`src/rtl/gmem_rect_fill.sv`:
```
// Rectangle-fill engine: writes a solid colour rectangle into the 320x240 gmem in raster order.
// Optional macro RECT_FILL_CLIP_EN clips partly off-frame rectangles instead of rejecting them.
module gmem_rect_fill #(
    parameter int FB_W    = 320,
    parameter int FB_H    = 240,
    parameter int ADDR_W  = 17,
    parameter int COLOR_W = 8
) (
    input  logic               clk,
    input  logic               rst,
    input  logic               cmd_valid,
    output logic               cmd_ready,
    input  logic [8:0]         cmd_x0,
    input  logic [7:0]         cmd_y0,
    input  logic [8:0]         cmd_w,
    input  logic [7:0]         cmd_h,
    input  logic [COLOR_W-1:0] cmd_color,
    output logic               gmem_we,
    output logic [ADDR_W-1:0]  gmem_waddr,
    output logic [COLOR_W-1:0] gmem_wdat,
    input  logic               gmem_wready,
    output logic               busy,
    output logic               done,
    output logic               err
);
    typedef enum logic [1:0] {IDLE, SETUP, FILL, DONE} state_t;

    localparam logic [9:0]        FB_W10 = 10'(FB_W);
    localparam logic [9:0]        FB_H10 = 10'(FB_H);
    localparam logic [ADDR_W-1:0] STRIDE = ADDR_W'(FB_W);

    state_t state_reg, state_next;

    logic [8:0]         x0_reg;
    logic [7:0]         y0_reg;
    logic [8:0]         w_reg;
    logic [7:0]         h_reg;
    logic [COLOR_W-1:0] color_reg;
    logic [COLOR_W-1:0] wdat_reg;
    logic [9:0]         x_reg, y_reg, last_x_reg, last_y_reg;
    logic [ADDR_W-1:0]  row_base_reg, addr_reg;
    logic               err_reg;

    // Setup-time bounds evaluated at 10 bits so x0+w / y0+h never wrap
    logic [9:0]        x_end, y_end, last_x_calc, last_y_calc;
    logic              zero_size, reject;
    logic [ADDR_W-1:0] row_base_calc;
    logic              last_beat;

    assign x_end     = {1'b0, x0_reg} + {1'b0, w_reg};
    assign y_end     = {2'b0, y0_reg} + {2'b0, h_reg};
    assign zero_size = (w_reg == 9'd0) || (h_reg == 8'd0);

`ifdef RECT_FILL_CLIP_EN
    assign reject      = ({1'b0, x0_reg} >= FB_W10) || ({2'b0, y0_reg} >= FB_H10);
    assign last_x_calc = ((x_end > FB_W10) ? FB_W10 : x_end) - 10'd1;
    assign last_y_calc = ((y_end > FB_H10) ? FB_H10 : y_end) - 10'd1;
`else
    assign reject      = (x_end > FB_W10) || (y_end > FB_H10);
    assign last_x_calc = x_end - 10'd1;
    assign last_y_calc = y_end - 10'd1;
`endif

    // y*320 = (y<<8) + (y<<6): shift-add instead of a multiplier
    assign row_base_calc = ADDR_W'({y0_reg, 8'b0}) + ADDR_W'({y0_reg, 6'b0});
    assign last_beat     = gmem_wready && (x_reg == last_x_reg) && (y_reg == last_y_reg);

    always_ff @(posedge clk or posedge rst) begin
        if (rst) state_reg <= IDLE;
        else     state_reg <= state_next;
    end

    always_comb begin
        state_next = state_reg;
        cmd_ready  = 1'b0;
        gmem_we    = 1'b0;
        busy       = 1'b1;
        done       = 1'b0;
        err        = 1'b0;
        case (state_reg)
            IDLE: begin
                busy      = 1'b0;
                cmd_ready = ~rst;
                if (cmd_valid && !rst) state_next = SETUP;
            end
            SETUP: state_next = (zero_size || reject) ? DONE : FILL;
            FILL: begin
                gmem_we = 1'b1;
                if (last_beat) state_next = DONE;
            end
            DONE: begin
                done       = 1'b1;
                err        = err_reg;
                state_next = IDLE;
            end
            default: state_next = IDLE;
        endcase
    end

    always_ff @(posedge clk or posedge rst) begin
        if (rst) begin
            x0_reg       <= '0;
            y0_reg       <= '0;
            w_reg        <= '0;
            h_reg        <= '0;
            color_reg    <= '0;
            wdat_reg     <= '0;
            x_reg        <= '0;
            y_reg        <= '0;
            last_x_reg   <= '0;
            last_y_reg   <= '0;
            row_base_reg <= '0;
            addr_reg     <= '0;
            err_reg      <= 1'b0;
        end else begin
            case (state_reg)
                IDLE: if (cmd_valid) begin
                    x0_reg    <= cmd_x0;
                    y0_reg    <= cmd_y0;
                    w_reg     <= cmd_w;
                    h_reg     <= cmd_h;
                    color_reg <= cmd_color;
                    err_reg   <= 1'b0;
                end
                SETUP: begin
                    x_reg        <= {1'b0, x0_reg};
                    y_reg        <= {2'b0, y0_reg};
                    last_x_reg   <= last_x_calc;
                    last_y_reg   <= last_y_calc;
                    row_base_reg <= row_base_calc;
                    addr_reg     <= row_base_calc + ADDR_W'(x0_reg);
                    wdat_reg     <= color_reg;
                    err_reg      <= ~zero_size & reject;
                end
                FILL: if (gmem_wready) begin
                    if (x_reg == last_x_reg) begin
                        x_reg        <= {1'b0, x0_reg};
                        y_reg        <= y_reg + 10'd1;
                        row_base_reg <= row_base_reg + STRIDE;
                        addr_reg     <= row_base_reg + STRIDE + ADDR_W'(x0_reg);
                    end else begin
                        x_reg    <= x_reg + 10'd1;
                        addr_reg <= addr_reg + ADDR_W'(1);
                    end
                end
                default: ;
            endcase
        end
    end

    assign gmem_waddr = addr_reg;
    assign gmem_wdat  = wdat_reg;
endmodule
```
`config.mk`:
```
export PLATFORM = sky130hd
export DESIGN_NAME = gmem_rect_fill
export DESIGN_NICKNAME = d
export VERILOG_FILES = /design/src/rtl/gmem_rect_fill.sv
export SDC_FILE = /design/constraint.sdc
export NUM_CORES = 1
export LEC_CHECK = 0
export ABC_AREA = 1
export CELL_PAD_IN_SITES_DETAIL_PLACEMENT = 1
export CELL_PAD_IN_SITES_GLOBAL_PLACEMENT = 2
export CORE_AREA = 2 2 153 155
export CTS_CLUSTER_SIZE = 8
export DETAILED_ROUTE_END_ITERATION = 6
export DIE_AREA = 0 0 155 157
export PLACE_DENSITY_LB_ADDON = 0.25
export SYNTH_ARGS = -nofsm -noshare
export SYNTH_HDL_FRONTEND = slang
export SYNTH_SLANG_ARGS = --single-unit
```
`constraint.sdc`:
```
create_clock -name clk -period 10.5 [get_ports clk]
set_input_delay 1.05 -clock clk [delete_from_list [all_inputs] [get_ports clk]]
set_output_delay 1.05 -clock clk [all_outputs]
set_load 0.01 [all_outputs]
```
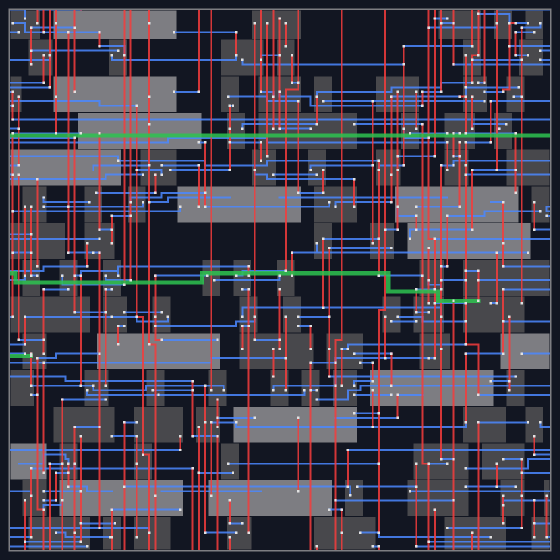
Figure 1: run 1, a small window of the routed layout.
Window x 58 to 98, y 90 to 130 um. Cells in grey, sequential cells in the stronger grey; small squares are vias.
Green is metal 3. Red is metal 2. Blue is metal 1.
96 logic cells have their middle in the window. Sequential cells in the window: 12. Most frequent: nor2_1 (14), dfrtp_1 (12), o21ai_0 (11). Netlist names of flops here include `last_x_reg` (5), `x_reg` (3), `x0_reg` (2).

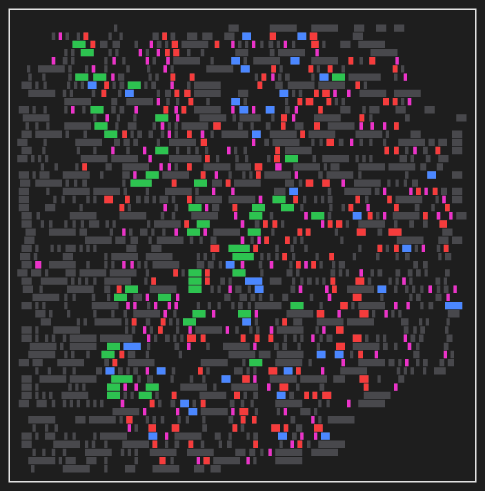
Figure 2: run 1, logic cells by family.
(3 px per um)
Red is aoi and oai cells, cells 155. Magenta is inv cells, cells 141. Green is fa/ha/maj cells, cells 45. Blue is xor and xnor cells, cells 36.
Commonest Layout Cell: nand2_1
Comb area share: 44.8%
Layout Cells excl Fill: 1470

==> impl_metrics.json, run 1 <==
{
  "outcome": "completed",
  "critPathKind": "reg -> reg",
  "ys_seq_share_pct": 37.8,
  "post_cts_resized": 0,
  "slowest_delay_ps": 850,
  "portBuffers": 75,
  "ff2ff_path_depth": 8,
  "grt_pass1_vias": 7577,
  "fp_util_pct": 35.6,
  "fa_ha_area_share_pct": 7.41,
  "largest_register_ffs": 17,
  "cts_sinks": 121,
  "routed_wl_um": 24400,
  "warnings": 31,
  "area_growth_pct": 20.4,
  "mux_share_pct": 0,
  "worstPathCellList": "inv_1, ha_1, nor2_1, inv_2, nand2_1, inv_1, o21ai_0, a22oi_1",
  "finClkSkew_ps": 17.5,
  "critPathMaxFanout": 31,
  "cpMaxStageDelayCell": "nor2_1",
  "ff_type": "dfrtp_1",
  "max_slew_margin_pct": 30.7,
  "syn_area_um2": 8010,
  "critPathRequiredTime_ps": 10780,
  "drv_slew": 0,
  "synth-area-yosys_um2": 8010,
  "cts_setup_buffers": 0,
  "synthTopLogicFamily": "simple AND/OR/NAND/NOR gates",
  "ir_worst_vdd_uv": 134,
  "crit_cells": 8,
  "simple_gate_share_pct": 30.7,
  "powerDensity_nw_per_um2": 328,
  "cp-startpoint": "state_reg[0]$_DFFE_PP0P_",
  "fin_crit_ps": 4060,
  "drt-wirelength-per-cell_um": 16.6,
  "antenna_found_initial": 0,
  "drv_cap": 0,
  "clockRootBuffer": "clkbuf_16",
  "reg2reg_to": "x_reg[2]$_DFFE_PP0P_",
  "drc": 0,
  "grt_use_total_pct": 21.2,
  "rows": 55,
  "final_cell_mix": "362 x nand2_1, 129 x inv_1, 121 x dfrtp_1",
  "comb_area_um2": 4320,
  "power_frac_comb_pct": 54.0,
  "nFillCells": 2849,
  "numCtsBuffers": 17,
  "drtIter0Drc": 304,
  "critPathMostFrequentCell": "inv_1",
  "fmax_mhz": 246,
  "setup_tns_ps": 0,
  "cellInternalPower_mw": 1.62,
  "cts_htree_levels": 4,
  "grt_first_pass_wirelength_um": 40500,
  "post_drt_via_cell_ratio": 5.00,
  "xor_share_pct": 4.22,
  "cp-end-kind": "flop",
  "synth_nets": 1193,
  "rsz0062_at_grt": "false"
}
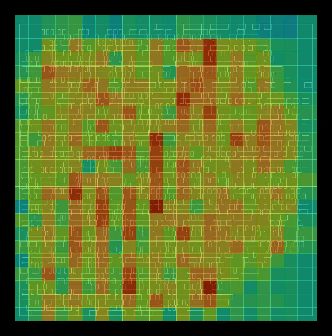
Figure 3: run 1, routing congestion.
GR peak layer: met2
met1 GRT Util: 29.2%
met2 usage: 35.2%
GRT met3 Usage: 3.55%

## run 1: power by group through the flow
stage                     registers, mW  logic, mW  clock network (mW)
after global placement            0.841       1.68                   0
final                             0.837       1.70               0.617
after global routing              0.865       1.95               0.653
after detailed placement          0.847       1.70                   0
after floorplan                   0.765       1.25                   0
after CTS                         0.841       1.73               0.630
## run 1: cell usage after synthesis (8+ instances only)
| library cell | number |
|---|---|
| inv_2 | 9 |
| nand2_1 | 362 |
| nor3_1 | 10 |
| o22ai_1 | 8 |
| o21ai_1 | 8 |
| nand4_1 | 13 |
| o211ai_1 | 8 |
| buf_2 | 8 |
| o221ai_1 | 11 |
| nand3_1 | 67 |
| a21oi_1 | 31 |
| dfrtp_1 | 121 |
| xnor2_1 | 11 |
| clkbuf_1 | 17 |
| xor2_1 | 22 |
| o21ai_0 | 68 |
| ha_1 | 41 |
| nor2_1 | 81 |
| inv_1 | 130 |
## run 1: per-layer routing
metal | track usage, % | vias to the layer above | share of wire [%]
met1 | 29.2 | 3525 | 49
met2 | 35.2 | 117 | 47
met4 | 4.72 | 0 | 0.76
met3 | 3.55 | 9 | 3.4
li1 | - | 3697 | -
met5 | 0 | - | 0
## run 1: layout make-up
| class | count | area share [%] |
|---|---|---|
| tap | 285 | 3.70 |
| sequential | 121 | 31.4 |
| multi-input combinational | 812 | 44.8 |
| timing repair buffer | 79 | 8.10 |
| clock inverter | 15 | 1.99 |
| inverter | 141 | 5.54 |
| clock buffer | 17 | 4.41 |
## run 1: metrics by stage
step                      cells  worst slack (ps)  hold slack, ps  instance area, um2
after CTS                  1470              6340             484                9640
after global placement     1438              6550             455                9020
after floorplan            1102              6220             446                8010
final                      1470              6440             478                9640
after global routing       1470              5950             508                9640
after detailed placement   1438              6390             465                9020
## Run 2: what changed since run 1
--- a/config.mk
+++ b/config.mk
@@ -8,10 +8,10 @@
 export ABC_AREA = 1
 export CELL_PAD_IN_SITES_DETAIL_PLACEMENT = 1
 export CELL_PAD_IN_SITES_GLOBAL_PLACEMENT = 2
-export CORE_AREA = 2 2 153 155
+export CORE_AREA = 2 2 157 159
 export CTS_CLUSTER_SIZE = 8
 export DETAILED_ROUTE_END_ITERATION = 6
-export DIE_AREA = 0 0 155 157
+export DIE_AREA = 0 0 159 161
 export PLACE_DENSITY_LB_ADDON = 0.25
 export SYNTH_ARGS = -nofsm -noshare
 export SYNTH_HDL_FRONTEND = slang
==> constraint.sdc (replaced) <==
create_clock -name clk -period 4.2 [get_ports clk]
set_input_delay 0.42 -clock clk [delete_from_list [all_inputs] [get_ports clk]]
set_output_delay 0.42 -clock clk [all_outputs]
set_load 0.01 [all_outputs]
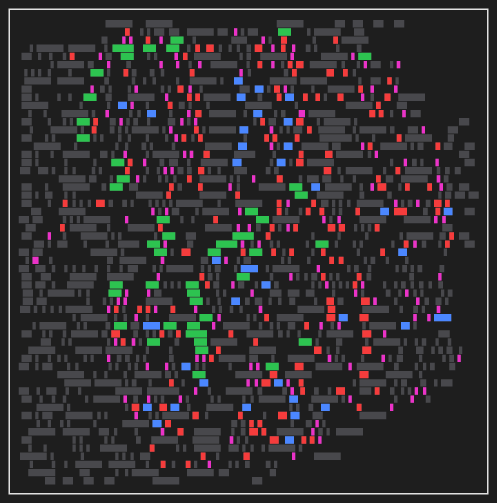
Figure 4: run 2, logic cells by family.
(3 px per um)
Blue is xor and xnor cells, cells 36. Red is aoi and oai cells, cells 155. Green is fa/ha/maj cells, cells 45. Magenta is inv cells, cells 141, where all over the die.

==> run 2 against run 1 <==
  * Synthesized cell count is the same
  * Critical path depth grew 1
  * Flip-flop count is the same
  * Sequential power grew 150%
  * Die area grew 5.2%
==> impl_metrics.json, run 2 <==
{
  "grt_pass1_vias": 7581,
  "common_cells": "362 x nand2_1, 130 x inv_1, 121 x dfrtp_1",
  "numCtsBuffers": 17,
  "grt_use_total_pct": 19.1,
  "cts_sinks": 121,
  "setup_tns_ps": 0,
  "synth_flops": 121,
  "drtIter0Drc": 353,
  "cts_hold_buffers": 0,
  "cp-end-kind": "flop",
  "nFillCells": 3033,
  "post_drt_via_cell_ratio": 4.81,
  "cts_htree_levels": 4,
  "fp_util_pct": 33.4,
  "critPathKind": "reg -> reg",
  "clockRootBuffer": "clkbuf_16",
  "lay_top_count": "nand2_1",
  "post_cts_resized": 0,
  "grt_max_degree": 79,
  "powerDensity_nw_per_um2": 804,
  "critPathMostFrequentCell": "inv_1",
  "chip_area_um2": 25600,
  "sw_frac_of_total_pct": 48.6,
  "p_sw_mw": 3.79,
  "worstPathCellList": "inv_1, ha_1, nor2_1, buf_4, inv_2, nand2_1, inv_1, o21ai_0, a22oi_1",
  "p_comb_mw": 4.23,
  "clock_power_mw": 1.49,
  "r2r-start": "state_reg[0]$_DFFE_PP0P_",
  "antenna_found_initial": 0,
  "power_frac_comb_pct": 54.4,
  "final_cell_mix": "362 x nand2_1, 129 x inv_1, 121 x dfrtp_1",
  "synth-area-yosys_um2": 8010,
  "power_leader": "combinational logic",
  "place_congestion": 0.821,
  "setup_viol_count_final": 0,
  "num_io_pins": 76,
  "drv_cap": 0,
  "routed_wl_um": 23700,
  "rsz0062_at_grt": "false",
  "top_cell": "nand2_1",
  "critPathRequiredTime_ps": 4530,
  "portBuffers": 75,
  "warnings": 31,
  "synth_area_per_cell_um2": 7.27,
  "outcome": "completed",
  "cts_setup_buffers": 0,
  "nNetsFinal": 1265,
  "drt-wirelength-per-cell_um": 15.7,
  "synth_nets": 1193,
  "max_slew_margin_pct": 38.6,
  "drv_slew": 0,
  "dpl.hpwl_um": 18300,
  "fin_crit_ps": 2970,
  "ir_worst_vdd_uv": 312,
  "cpMaxStageDelayCell": "ha_1",
  "ant_nets": 0,
  "dpl-instance-area_um2": 9100,
  "cp-startpoint": "state_reg[0]$_DFFE_PP0P_",
  "hold_viol": 0,
  "area_growth_pct": 21.0,
  "async_flop_share_pct": 100,
  "comb_area_um2": 4320,
  "rows": 57,
  "drc": 0,
  "critPathMaxFanout": 17,
  "fmax_mhz": 337,
  "top_area_cell": "dfrtp_1",
  "dr_total_vias": 7264,
  "ff_type": "dfrtp_1",
  "p_seq_mw": 2.06,
  "yosys_cells": 1102,
  "slowest_delay_ps": 620,
  "drive_above_1_share_pct": 6.99,
  "ys_seq_share_pct": 37.8,
  "cts.reportedPaths.clkPinSlew_ps": 60,
  "syn_area_um2": 8010,
  "diodes": 0,
  "grt_first_pass_wirelength_um": 39600,
  "cellInternalPower_mw": 4.00,
  "synthDistinctLibCells": 49,
  "largest_register_ffs": 17,
  "finClkSkew_ps": 12.1,
  "final_area_um2": 9690
}
[run 2: cell counts after synthesis]
No cell type changed its count.
[run 2: final cells by class]
type                            instances  area share, %
Clock buffer                           17           4.39
Timing Repair Buffer                   81           8.34
Clock inverter                         15           1.72
Sequential cell                       121           31.2
Multi-Input combinational cell        812           44.6
Tap cell                              324           4.18
Inverter                              141           5.51
[run 2: cell families after synthesis]
group           count (synthesis)  share of synthesized area, %
compound gates                159                          11.7
xor+xnor                       36                          4.22
fa+ha+maj                      45                          7.41
buf+inv                       169                          8.22
flops                         121                          37.8
simple gates                  572                          30.7
[run 2: per-layer routing]
layer  GRT usage (%)  share of wire, %
met4            4.88               1.1
met3            3.08               3.0
met2            31.5                46
met1            26.4                50
met5               0                 0
[run 2: stage by stage]
stage | utilization (%) | worst slack, ps | cells | power, mW | hold slack, ps
finish | 40.4 | 1230 | 1511 | 7.79 | 448
floorplan | - | 545 | 1102 | 5.03 | 446
global route | 40.4 | 949 | 1511 | 8.60 | 496
detailed placement | 38.0 | 1210 | 1479 | 6.35 | 463
global placement | 38.0 | 1350 | 1479 | 6.27 | 452
CTS | 40.4 | 1240 | 1511 | 7.90 | 464
[run 2: final timing paths]
path / slack (ps) / end / cells after the start
worst max register to register: 1230 / x_reg[2]$_DFFE_PP0P_ / 9
max in group asynchronous: 2900 / gmem_waddr[13]$_DFFE_PP0P_ / 3
worst min-delay path: 450 / color_reg[0]$_DFFE_PP0P_ / 2
min in group clk: 470 / gmem_wdat[3]$_DFFE_PP0P_ / 2
worst min register to register: 470 / gmem_wdat[3]$_DFFE_PP0P_ / 2
worst max-delay path: 1230 / x_reg[2]$_DFFE_PP0P_ / 9
Figure 5. A small window of the routed layout (run 2).
Window x 60 to 100, y 93 to 133 um. Cells in grey, sequential cells in the stronger grey; small squares are vias.
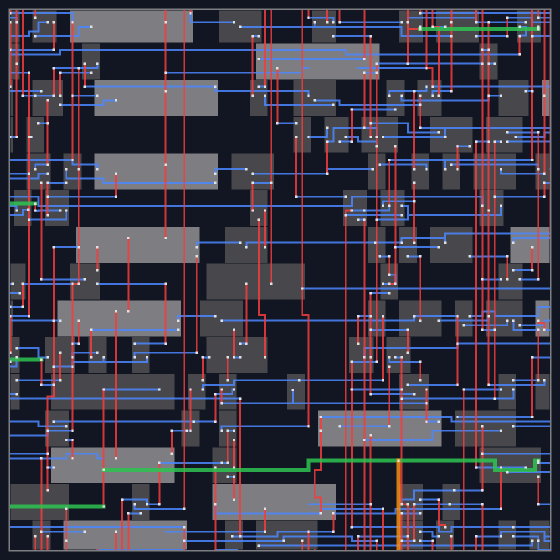

## Run 3: what changed since run 2
==> constraint.sdc (replaced) <==
create_clock -name clk -period 2.9 [get_ports clk]
set_input_delay 0.29 -clock clk [delete_from_list [all_inputs] [get_ports clk]]
set_output_delay 0.29 -clock clk [all_outputs]
set_load 0.01 [all_outputs]
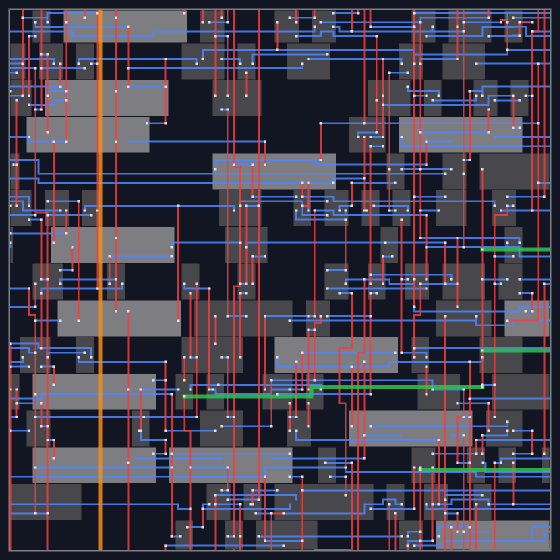
Figure 6: run 3, a small window of the routed layout.
Window x 60 to 100, y 93 to 133 um. Cells in grey, sequential cells in the stronger grey; small squares are vias.
Blue is metal 1. Green is metal 3. Red is metal 2. Orange is metal 4.
Netlist names of flops here include `last_x_reg` (7), `x_reg` (4). Most frequent: nor2_1 (13), dfrtp_1 (13). 94 logic cells have their middle in the window. Sequential cells in the window: 13.

==> run 3 against run 2 <==
  * Sequential power up 45%
  * Fmax is 14% higher
  * First-iteration DRC count fell by 14%
  * Sequential share of layout area down 0.24 points
  * Worst setup slack worse by 940 ps
  * Die area is the same
  * Clock skew grew 3.1 ps
  * Cell area grew 0.77%
  * Critical path type unchanged
  * Non-clock buffer count is 5 higher
  * Global-route usage rose by 0.61 points
  * Flip-flop count is the same
  * Routed wire length grew 2.6%
==> impl_metrics.json, run 3 <==
{
  "common_cells": "362 x nand2_1, 130 x inv_1, 121 x dfrtp_1",
  "fmax_mhz": 384,
  "drtIter0Drc": 303,
  "fp_util_pct": 33.4,
  "diodes": 0,
  "hold_slack_ps": 398,
  "cts_setup_buffers": 0,
  "synthDistinctLibCells": 49,
  "clockRootBuffer": "clkbuf_16",
  "sw_frac_of_total_pct": 48.2,
  "grt_first_pass_wirelength_um": 40700,
  "area_growth_pct": 21.9,
  "cpMaxStageDelayCell": "dfrtp_1",
  "drt-wirelength-per-cell_um": 16.1,
  "cts.reportedPaths.clkPinSlew_ps": 60,
  "wl_met3_um": 577,
  "num_io_pins": 76,
  "critPathRequiredTime_ps": 3210,
  "synth_flops": 121,
  "finClkSkew_ps": 15.1,
  "cts_hold_buffers": 0,
  "cts_sinks": 121,
  "comb_area_um2": 4320,
  "drc": 0,
  "lay_top_count": "nand2_1",
  "fin_crit_ps": 2610,
  "nNetsFinal": 1270,
  "critPathMaxFanout": 5,
  "top_area_cell": "dfrtp_1",
  "wl_met2_um": 11300,
  "rows": 57,
  "ant_nets": 0,
  "synth-area-yosys_um2": 8010,
  "setup_viol_count_final": 0,
  "outcome": "completed",
  "drive_above_1_share_pct": 7.38,
  "antenna_found_initial": 0,
  "chip_area_um2": 25600,
  "critPathKind": "reg -> reg",
  "clock_power_mw": 2.25,
  "ff_type": "dfrtp_1",
  "critPathMostFrequentCell": "nand2_1",
  "powerDensity_nw_per_um2": 1170,
  "cellInternalPower_mw": 5.94,
  "dr_total_vias": 7346
}
## run 3: cell types whose count changed in the layout (fill, tap and decap cells not counted), sizes merged
cell,previous run,this run
buf,6,11
clkinv,6,9
inv,146,143
bufinv,2,3
clkinvlp,2,1
## run 3: worst paths after layout
kind,end,startpoint,cells past startpoint
max reg2reg,gmem_waddr[15]$_DFFE_PP0P_,y0_reg[0]$_DFFE_PP0P_,13
max,gmem_waddr[15]$_DFFE_PP0P_,y0_reg[0]$_DFFE_PP0P_,13
min in group asynchronous,state_reg[0]$_DFFE_PP0P_,rst,3
min reg2reg,gmem_wdat[4]$_DFFE_PP0P_,gmem_wdat[4]$_DFFE_PP0P_,2
max in group asynchronous,gmem_waddr[10]$_DFFE_PP0P_,rst,3
min,color_reg[3]$_DFFE_PP0P_,cmd_color[3],3
## run 3: layout make-up
cell class,instances,area share [%]
timing repair buffer,86,8.79
clock inverter,15,1.95
inverter,141,5.48
clock buffer,17,4.36
multi-input combinational,812,44.3
sequential,121,31.0
tap,324,4.15
## run 3: metrics by stage
step                utilization, %  worst slack [ps]  power [mW]  cells  instance area (um2)
CTS                           40.8               303        11.6   1516                 9770
detailed placement            38.2               320        9.26   1484                 9150
global route                  40.8               121        12.6   1516                 9770
finish                        40.8               294        11.5   1516                 9770
global placement              38.2               399        9.14   1484                 9150
floorplan                        -               298        7.29   1102                 8010
## run 3: kinds of logic after synthesis
family / count (synthesis) / synth area share [%]
AND-OR/OR-AND: 159 / 11.7
XOR/XNOR: 36 / 4.22
adder cells (fa/ha/maj): 45 / 7.41
buffers and inverters: 169 / 8.22
flip-flops: 121 / 37.8
AND/OR/NAND/NOR: 572 / 30.7
Power and IR drop assume default switching activity.
